===== src/rtl/mult_div_unit.sv =====
// MIPS HI/LO multiply/divide unit: mult in 1 cycle (FAST_MULT=1) or 32 iterations, div always 32 iterations, done in C33.
// No input handshake: while an iterative op is in flight, HI/LO and mult/div instructions raise stall and are held upstream.
module mult_div_unit #(
    parameter int FAST_MULT = 1
) (
    input  logic        clk,
    input  logic        reset,
    input  logic        op_valid,
    input  logic [5:0]  funct,
    input  logic [31:0] a,
    input  logic [31:0] b,
    output logic        stall,
    output logic        busy,
    output logic        done,
    output logic [31:0] result,
    output logic [31:0] hi,
    output logic [31:0] lo
);

    localparam logic [5:0] F_MFHI = 6'h10;
    localparam logic [5:0] F_MTHI = 6'h11;
    localparam logic [5:0] F_MFLO = 6'h12;
    localparam logic [5:0] F_MTLO = 6'h13;
    localparam logic       FAST   = (FAST_MULT != 0);

    typedef enum logic [1:0] {
        IDLE = 2'd0,
        MUL  = 2'd1,
        DIV  = 2'd2
    } state_t;

    state_t      state;
    state_t      state_nxt;
    logic [4:0]  cnt;
    logic [31:0] mag_a;
    logic [31:0] mag_b;
    logic [31:0] work_hi;
    logic [31:0] work_lo;
    logic        neg_res;
    logic        neg_rem;
    logic        done_q;

    logic        is_md;
    logic        is_hilo;
    logic        start;
    logic        op_signed;
    logic        last;
    logic [31:0] mag_a_in;
    logic [31:0] mag_b_in;
    logic        neg_res_in;
    logic        neg_rem_in;
    logic [63:0] fast_mag;
    logic [63:0] fast_prod;
    logic [32:0] mul_sum;
    logic [31:0] mul_hi_nxt;
    logic [31:0] mul_lo_nxt;
    logic [63:0] mul_prod;
    logic [63:0] mul_final;
    logic [32:0] div_shift;
    logic [31:0] div_diff;
    logic        div_ok;
    logic [31:0] div_hi_nxt;
    logic [31:0] div_lo_nxt;
    logic [31:0] quo_final;
    logic [31:0] rem_final;

    // funct 0x18..0x1B: bit1 selects div, bit0 selects unsigned
    assign is_md      = (funct[5:2] == 4'b0110);
    assign is_hilo    = (funct[5:2] == 4'b0100);
    assign start      = (state == IDLE) && op_valid && is_md;
    assign op_signed  = ~funct[0];
    assign last       = (cnt == 5'd31);

    assign mag_a_in   = (op_signed && a[31]) ? -a : a;
    assign mag_b_in   = (op_signed && b[31]) ? -b : b;
    assign neg_res_in = op_signed && (a[31] ^ b[31]);
    assign neg_rem_in = op_signed && a[31];

    assign fast_mag   = {32'd0, mag_a_in} * {32'd0, mag_b_in};
    assign fast_prod  = neg_res_in ? -fast_mag : fast_mag;

    // Shift-add: work_lo holds remaining multiplier bits, product shifts in from the top
    assign mul_sum    = {1'b0, work_hi} + (work_lo[0] ? {1'b0, mag_a} : 33'd0);
    assign mul_hi_nxt = mul_sum[32:1];
    assign mul_lo_nxt = {mul_sum[0], work_lo[31:1]};
    assign mul_prod   = {mul_hi_nxt, mul_lo_nxt};
    assign mul_final  = neg_res ? -mul_prod : mul_prod;

    // Restoring division; a zero divisor naturally yields q = all ones, r = dividend
    assign div_shift  = {work_hi, work_lo[31]};
    assign div_ok     = (div_shift >= {1'b0, mag_b});
    assign div_diff   = div_shift[31:0] - mag_b;
    assign div_hi_nxt = div_ok ? div_diff : div_shift[31:0];
    assign div_lo_nxt = {work_lo[30:0], div_ok};
    assign quo_final  = neg_res ? -div_lo_nxt : div_lo_nxt;
    assign rem_final  = neg_rem ? -div_hi_nxt : div_hi_nxt;

    always_ff @(posedge clk) begin
        if (reset) begin
            state <= IDLE;
        end else begin
            state <= state_nxt;
        end
    end

    always_comb begin
        state_nxt = state;
        case (state)
            IDLE: begin
                if (start) begin
                    if (funct[1]) begin
                        state_nxt = DIV;
                    end else if (!FAST) begin
                        state_nxt = MUL;
                    end
                end
            end
            MUL, DIV: begin
                if (last) begin
                    state_nxt = IDLE;
                end
            end
            default: state_nxt = IDLE;
        endcase
    end

    always_ff @(posedge clk) begin
        if (reset) begin
            hi      <= 32'd0;
            lo      <= 32'd0;
            cnt     <= 5'd0;
            mag_a   <= 32'd0;
            mag_b   <= 32'd0;
            work_hi <= 32'd0;
            work_lo <= 32'd0;
            neg_res <= 1'b0;
            neg_rem <= 1'b0;
            done_q  <= 1'b0;
        end else begin
            done_q <= 1'b0;
            case (state)
                IDLE: begin
                    if (start) begin
                        mag_a   <= mag_a_in;
                        mag_b   <= mag_b_in;
                        neg_res <= neg_res_in;
                        neg_rem <= neg_rem_in;
                        cnt     <= 5'd0;
                        work_hi <= 32'd0;
                        work_lo <= funct[1] ? mag_a_in : mag_b_in;
                        if (!funct[1] && FAST) begin
                            hi     <= fast_prod[63:32];
                            lo     <= fast_prod[31:0];
                            done_q <= 1'b1;
                        end
                    end else if (op_valid && funct == F_MTHI) begin
                        hi <= a;
                    end else if (op_valid && funct == F_MTLO) begin
                        lo <= a;
                    end
                end
                MUL: begin
                    work_hi <= mul_hi_nxt;
                    work_lo <= mul_lo_nxt;
                    cnt     <= cnt + 5'd1;
                    if (last) begin
                        hi     <= mul_final[63:32];
                        lo     <= mul_final[31:0];
                        done_q <= 1'b1;
                    end
                end
                DIV: begin
                    work_hi <= div_hi_nxt;
                    work_lo <= div_lo_nxt;
                    cnt     <= cnt + 5'd1;
                    if (last) begin
                        hi     <= rem_final;
                        lo     <= quo_final;
                        done_q <= 1'b1;
                    end
                end
                default: ;
            endcase
        end
    end

    assign busy  = (state != IDLE);
    assign stall = busy && op_valid && (is_md || is_hilo);
    assign done  = done_q;

    always_comb begin
        result = 32'd0;
        if (funct == F_MFHI) begin
            result = hi;
        end else if (funct == F_MFLO) begin
            result = lo;
        end
    end

endmodule


===== config.mk =====
export PLATFORM = sky130hd
export DESIGN_NAME = mult_div_unit
export DESIGN_NICKNAME = d
export VERILOG_FILES = /design/src/rtl/mult_div_unit.sv
export SDC_FILE = /design/constraint.sdc
export NUM_CORES = 2
export LEC_CHECK = 0
export ABC_AREA = 1
export ABC_CLOCK_PERIOD_IN_PS = 12200
export CORE_UTILIZATION = 60
export DETAILED_ROUTE_END_ITERATION = 8
export PLACE_DENSITY = 0.78
export SLEW_MARGIN = 20
export SYNTH_ARGS = -nofsm -noshare
export SYNTH_HDL_FRONTEND = slang
export SYNTH_SLANG_ARGS = --single-unit

===== constraint.sdc =====
create_clock -name clk -period 12.2 [get_ports clk]
set_input_delay 2.44 -clock clk [delete_from_list [all_inputs] [get_ports clk]]
set_output_delay 2.44 -clock clk [all_outputs]
set_load 0.01 [all_outputs]

==> impl_metrics.ini <==
; flow metrics
[global_route]
grt_pass1_wl_um = 327000
antenna_found_initial = 23
met3_usage = 0.219
overflow = 0
top_usage_layer = met2
grt_pass1_vias = 53300
use_met1 = 0.635
grt_max_degree = 95
met2_usage = 0.732

[cells_and_area]
fillers = 6914
regArea_um2 = 3390
mi_logic_area_um2 = 40300
comb_share = 0.681
seq_area_frac = 0.0572
clockNetworkAreaShare = 0.0103
drive_above_1_share = 0.120
largest_cell_class = combinational gates
n_antenna_cell = 14
nets = 9236
clockBufferCount = 17
area_growth_pct = 16.8
layout_top_cell = nand2_1
n_all_buffers = 808
inverters = 1728
logic_gate_count = 5240
nonClkBufAreaFrac = 0.117
most-common-layout-cells = nand2_1 (1,882), inv_1 (1,682), fa_1 (875)
final_cell_area_um2 = 59200
fin_cells = 9125

[yosys]
adder_share = 0.429
synth.area.top_cells = fa_1 (35%), nand2_1 (14%), inv_1 (13%)
yosysWarnings = 0
synth_area_um2 = 50700
avgSynthCellArea_um2 = 6.83
yosys.cell_count.top_type = nand2_1
postSynthCellCount = 7424
ys_sh_mux = 0
yosys.area_share.xor_xnor = 0.0130
synthFlopType = dfxtp_1
yosys_area_um2 = 50700
ys_seq_frac = 0.0667
synth.distinct_cells = 57
top_cells_by_count = nand2_1 (1,905), inv_1 (1,693), fa_1 (897)
top_area_frac = 0.354
ys_ff = 169
ys_sh_simple = 0.266
syn-num-nets = 8696
top_logic_kind = adder cells
ys_sh_aoi = 0.0740
top_area_cell = fa_1
synth-async-reset-ratio = 0
edf_count = 0
ys_cells = 7424

[final_timing]
fin_setup_tns_ps = 0
slew_viol_final = 0
slew_headroom = 0.226
period_needed_ps = 11910
setup_viol = 0
fin_ws_ps = 293
fin_crit_sh = 0.976
fin_worst_skew_ps = 25.3
final-hold-violation-count = 0
max_freq_mhz = 84.0
fin_hold_ws_ps = 484
worst_pin_slew_ps = 1160

[clock_tree]
postCtsHoldBufs = 0
htree_levels = 4
cts_buffers = 17
post_cts_resized = 2
clk_pin_slew_ps = 80
cts_sinks = 169
cts_setup_buffers = 0
clockBufferDepth = 2
cts-root-buf = clkbuf_16
cts_tree = yes

[min_path]
worstHoldStart = cnt[1]
hp-class = flop to flop
whs_endpoint = cnt[1]
hold_depth = 2

[critical_path]
endpoint = hi[16]
critPathLaunchType = primary input
startpoint = a[0]
rrSetupSlack_ps = 6050
regToRegStartpoint = mag_b[18]
max_stage_delay_ps = 550
critical_path_class = primary input to flop
cp_max_fo = 6
worst_ep_arrival_time_ps = 12330
worst_path_max_delay_cell = fa_1
rr_endpoint = lo[30]
path_delay_family = adder cells
cpMostUsedCell = nand2_1
r2r_cells = 22
required_ps = 12630
path_buffers = 22
crit_cells = 56
critPathCaptureType = flop

[floorplan]
chipArea_um2 = 85700
io_pins = 172
taps = 1134
rows = 106

[routing]
wl_met2_um = 88900
highest_layer = met5
drtIter0Drc = 7353
drc = 15
route.met3.wl_um = 35200
first_pass_iters = 9
m1WireLength_um = 76400
drtAntennaViolNets = 0
avgViaCountPerCell = 5.90

[status]
violations = design-rule violations
outcome = finished with violations

[placed_design]
portBuffers = 171
gp_congestion = 1.07
place_hpwl_um = 185000
pre_cts_slack_ps = -709
place_area_um2 = 57800
dp_cells = 9062

[flow_run]
log.warning_count = 27
cap_violations = 0
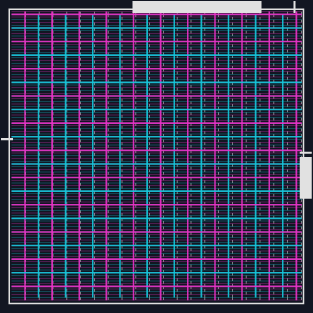
(images/pdn.png)
Drawn at 1 px/um. Pins as bars on the die edge. Tap cells in gray.
Magenta marks VSS. Cyan marks VDD.
21 straps on met4. 21 straps on met5.
die width: 293 um
Core Region: 83,700 um2
Die Height: 293 um

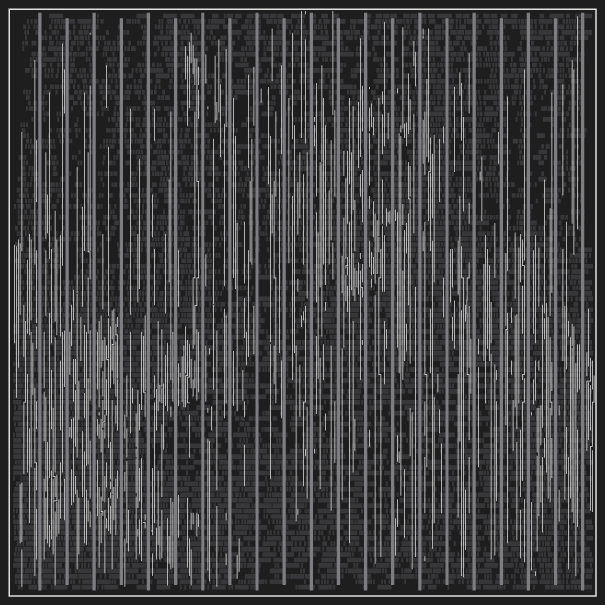
(images/met4.png)
Drawn at 2 px/um. Supply wires on this layer in gray. Cells faint in the background.
The wires run mostly vertical. The layer carries 19,800 um of wire. The layer holds 9.0% of the routed length.
via count: 53,800
final WL: 220,000 um

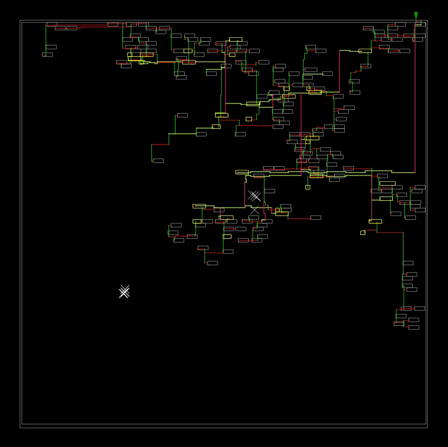
(images/final_clocks.png)
worst skew pair latency: 500 ps
Seq cells: 169

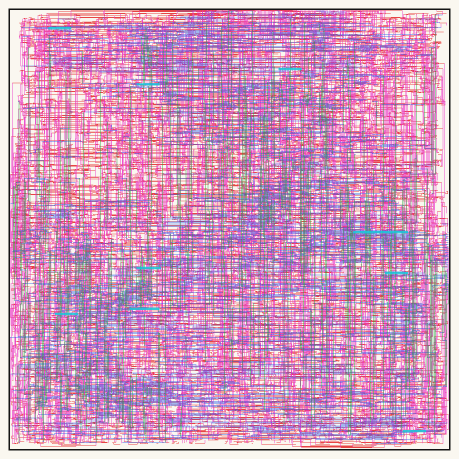
(images/metal_stack.png)
Drawn at 1.5 px/um.
Cyan marks met5, wire length 151 um. Red marks met1, wire length 76.4 mm. Green marks met4, wire length 19,800 um. Blue marks met3, wire length 35.2 mm. Magenta marks met2, wire length 88.9 mm.
total global routing track utilization: 0.519
DR WL/cell: 24.2 um

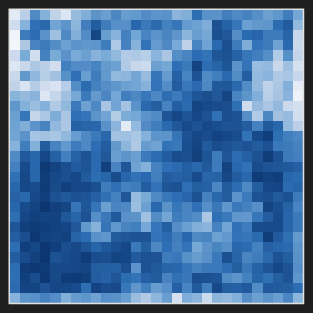
(images/density.png)
Drawn at 1 px/um. The die is cut into 29 by 29 equal tiles; white is low, dark blue is high, 0 to 100% covered.
The mean over all tiles is 67%. The fullest tile reaches 98%. The densest ninth of the die: south-west. 42% of the tiles are over 75% full. The emptiest ninth of the die: north-west.
Core Util, Final: 0.707
FP Core Util: 0.606

